Design pipe_stage_reg_flat, sky130hd; sources not shown.
Run 1, pin map:
Pins as bars across the die edge, other pins in gray.
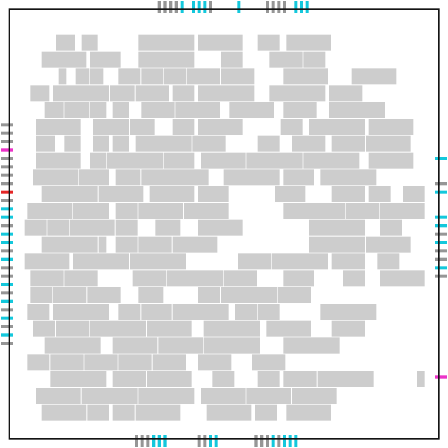
Key: clk = red [pins 1, direction input, edge left]; bus_occupancy = magenta [pins 2, direction output, edge 1 left, 1 right]; bus_out_data = cyan [pins 32, direction output, edge 9 left, 9 bottom, 8 top, 6 right]
width of the die: 69.23 µm
Die Ht: 69.23 µm
number of buffers inserted by port buffering: 72

Run 1, a small window of the routed layout:
Scale bar: 10 µm. Region (0, 0) to (40, 40) µm. Cells in gray, sequential cells in the stronger gray; small squares are vias.
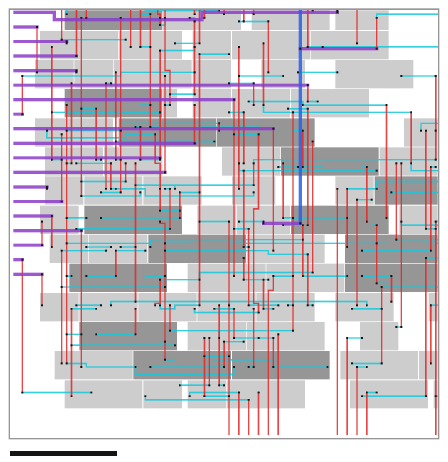
Key: met4 = blue; met1 = cyan; met2 = red; met3 = purple
69 logic cells have their middle in the window. Most frequent: buf_12 (17). Sequential cells in the window: 15.

Run 1, congestion heat map:
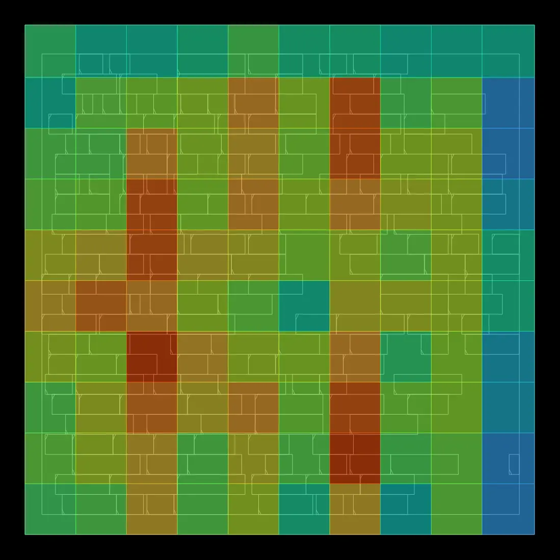
average wire per cell in the routed design: 16.66 µm
global routing met2 resource utilization: 0.2938
met3 global-route usage: 0.06250
GR met1 Demand/Resource: 0.1951

==> ci_impl_report.md, run 1 <==
## Implementation flow summary

| Metric | Value |
|---|---|
| Status | `finished with violations` |
| Violations in the final reports | `setup timing` |
| Max-cap violations | `0` |
| Data arrival, critical path | `1180 ps` |
| Placed Cells | `209` |
| Wire length on met1 | `1.414 mm` |
| Flop+latch power | `1.46 mW` |
| Latest clock arrival within the worst-skew pair | `between 200 and 300 ps` |
| HPWL Detailed | `2.674 mm` |
| Leading post-synthesis cells by cell area | `dfrtp_1 (57%), mux2_4 (30%), buf_12 (4.0%)` |
| Net count entering floorplan | `121` |
| CTS H-tree depth | `2` |
| Effective utilization at floorplan | `0.3669` |
| Required time of the critical path | `1120 ps` |
| Clock edge transition at the registers on the reported setup and hold paths | `70 ps` |
| Fin. Hold Viols | `0` |
| Inserted Clock Buffers | `5` |
| Worst slack, placed | `-501.0 ps` |
| Die Area | `around 4800 µm²` |
| Switching power summed over all nets | `approximately 2.5 mW` |
| Gate count after technology mapping | `83` |
| Final WS setup | `-61.54 ps` |
| Number of antenna repair diodes | `0` |
| Fin nets | `211` |
| Number of failing setup endpoints in the final timing report | `9` |
| Final Max Slew Viols | `0` |
| Number of global-route vias before repair | `1224` |
| Core utilization of the finished layout | `0.7157` |
| Uppermost routed layer | `met4` |
| CTS tree | `done` |
| Synthesized area | `1489 µm²` |
| Total met3 wirelength after detailed routing | `309 µm` |
| Biggest combinational cell group after synthesis | `multiplexers` |
| Reg-to-reg slack, setup | `-10 ps` |
| Iteration-0 DRC count of the detailed router | `15` |
[run 1: synth_stat cells]
| cell | instances |
|---|---|
| dfrtp_1 | 34 |
| mux2_4 | 30 |
| buf_12 | 3 |
| buf_4 | 2 |
| conb_1 | 2 |
| mux2_2 | 2 |
| a211oi_2 | 1 |
| a21oi_1 | 1 |
| buf_6 | 1 |
| inv_1 | 1 |
| inv_2 | 1 |
| nand2b_1 | 1 |
| nand2b_4 | 1 |
| nor2_1 | 1 |
| nor2b_1 | 1 |
| o32ai_2 | 1 |
[run 1: layout make-up]
cell class                 count  area (µm²)  area share
sequential                    34       850.8      0.2930
clock inverter                 1       30.03     0.01034
multi-input combinational     41       585.6      0.2016
timing repair buffer          89        1282      0.4416
tap                           50       62.56     0.02154
inverter                       2       10.01    0.003447
clock buffer                   6       82.58     0.02844
[run 1: per-layer routing]
layer  vias to the layer above  track usage
li1                        459            -
met1                       503       0.1951
met2                        46       0.2938
met3                         5      0.06250
met4                         0      0.04575
met5                         -            -
[run 1: critical path, stage by stage (launching register included)]
cell	delay, ps
dfrtp_1	430
buf_6	150
a21oi_4	140
buf_12	190
[run 1: placed cells by master, fill, tap and decap left out]
cell             count
a211oi_4             1
a21oi_4              1
buf_12              39
buf_16               1
buf_4                7
buf_6                5
bufinv_16            1
clkbuf_8             6
clkdlybuf4s50_1     33
conb_1               2
dfrtp_1             34
dlygate4sd2_1        4
inv_2                1
inv_4                1
mux2_4              32
nand2b_4             2
nor2_4               1
nor2b_1              1
o32ai_2              1
[run 1: repair_timing]
item / CTS / global route
pin swaps: 3 / 1
gates resized: 16 / 4
cloned: 2 / 0
hold buffers: 0 / 0
buffers inserted: 7 / 0
setup endpoints to repair: 34 / 35
==> run 2, diff against run 1 <==
- DONT_BUFFER_PORTS: unset -> 1
- GPL_TIMING_DRIVEN: unset -> 0
- PLACE_DENSITY: 0.77 -> 0.54
==> ci_impl_report.md, run 2 <==
## Implementation flow summary

| Metric | Value |
|---|---|
| Status | `finished with violations` |
| Violations in the final reports | `setup timing` |
| Net count entering floorplan | `121` |
| Die Area | `4792 µm²` |
| Latest clock arrival within the worst-skew pair | `270 ps` |
| Width of the die | `69.23 µm` |
| Clock edge transition at the registers on the reported setup and hold paths | `around 60 ps` |
| Final WS setup | `-116.5 ps` |
| Data arrival, critical path | `1240 ps` |
| Worst slack, placed | `-62.72 ps` |
| Effective utilization at floorplan | `0.3669` |
| Number of buffers inserted by port buffering | `0` |
| Fin nets | `approximately 180` |
| CTS H-tree depth | `2` |
| Inserted Clock Buffers | `5` |
| Leading post-synthesis cells by cell area | `dfrtp_1 (57%), mux2_4 (30%), buf_12 (4.0%)` |
| Top logic cell by instance count in the layout | `mux2_4` |
| Required time of the critical path | `1120 ps` |
| Fin. Hold Viols | `0` |
| Number of failing setup endpoints in the final timing report | `33` |
| Number of antenna repair diodes | `0` |
| HPWL Detailed | `roughly 2.2 mm` |
| Placed Cells | `174` |
| Yosys top cell by instances | `dfrtp_1` |
| Gate count after technology mapping | `83` |
-- run 2: what timing repair did --
item / in CTS / in global routing
hold buffers: 2 / 0
resized: 15 / 6
endpoints found under the hold margin: 34 / 0
pin swaps: 2 / 1
cloned: 1 / 2
endpoints found under the setup margin: 44 / 34
setup buffers: 3 / 2
-- run 2: per-layer routing --
layer / vias to the layer above / GRT usage / wire length [µm]
met1: 425 / 0.1620 / 1199
met4: 0 / 0.04139 / 21
met2: 50 / 0.2276 / 1686
met5: - / - / 0
met3: 4 / 0.05814 / 262
li1: 392 / - / -
-- run 2: cell type report --
class | instances | area (µm²)
Sequential cell | 34 | 867.1
Inverter | 2 | 7.507
Clock buffer | 7 | 76.32
Multi-Input combinational cell | 41 | 578.1
Timing Repair Buffer | 51 | 794.5
Tap cell | 50 | 62.56
Fill cell | 287 | 1582
Buffer | 6 | 90.09
-- run 2: cells by family (layout without fill, tap and decap cells) --
kind of cell / after synthesis / in the layout / share of synthesized area
compound gates: 3 / 3 / 0.02269
buf+inv: 8 / 66 / 0.06302
flops: 34 / 34 / 0.5714
mux: 32 / 32 / 0.3176
other cells: 2 / 2 / 0.005044
simple gates: 4 / 4 / 0.02017
-- run 2: power breakdown --
group,switching (mW),internal [mW]
clock,0.303,0.341
sequential,0.844,1.21
combinational,1.29,1.10
total,2.44,2.65
-- run 2: critical path, stage by stage (launching register included) --
cell	delay, ps
dfrtp_2	410
inv_2	70
nor2_4	480
-- run 2: metrics by stage --
stage | hold WS (ps) | instance area [µm²] | setup TNS, ps
detailed placement | -14.82 | 2203 | -1667
global placement | -14.96 | 1563 | -875.8
CTS | 95.37 | 2387 | -2337
global route | 95.79 | 2476 | -4063
finish | 108.8 | 2476 | -1902
floorplan | -15.59 | 1500 | -164.4
Run 2, congestion heat map:
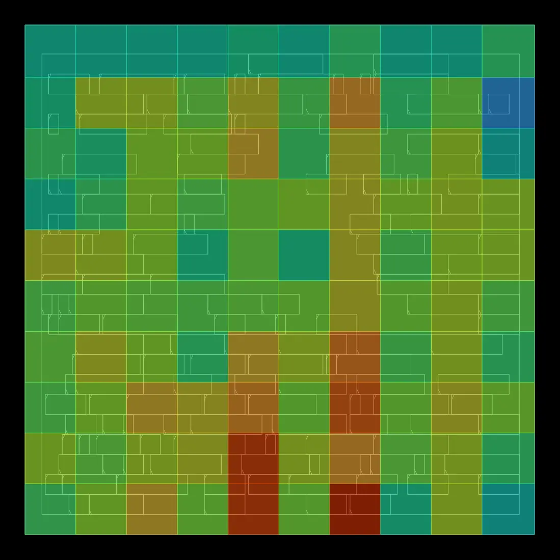
GR met1 Demand/Resource: 0.1620
met3 global-route usage: 0.05814
average wire per cell in the routed design: 16.60 µm
global routing met2 resource utilization: 0.2276
combined global-route utilization of all metal layers: 0.1412

Run 2, wiring by layer:
Scale bar: 20 µm.
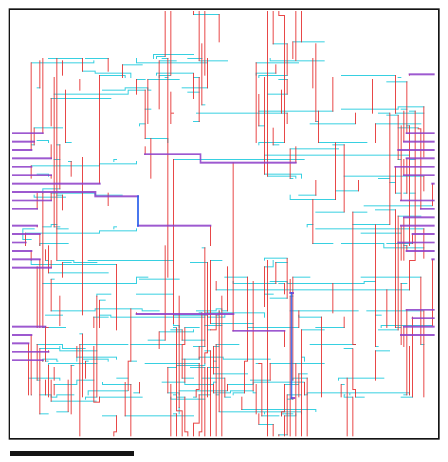
Key: met1 = cyan [wire length 1200 µm]; met2 = red [wire length 1690 µm]; met3 = purple [wire length 263 µm]; met4 = blue [wire length 21.8 µm]
total wirelength of the detailed-routed design: 3.170 mm
Vias: 871

No activity file was given, so power comes from the tool's default toggle rates.
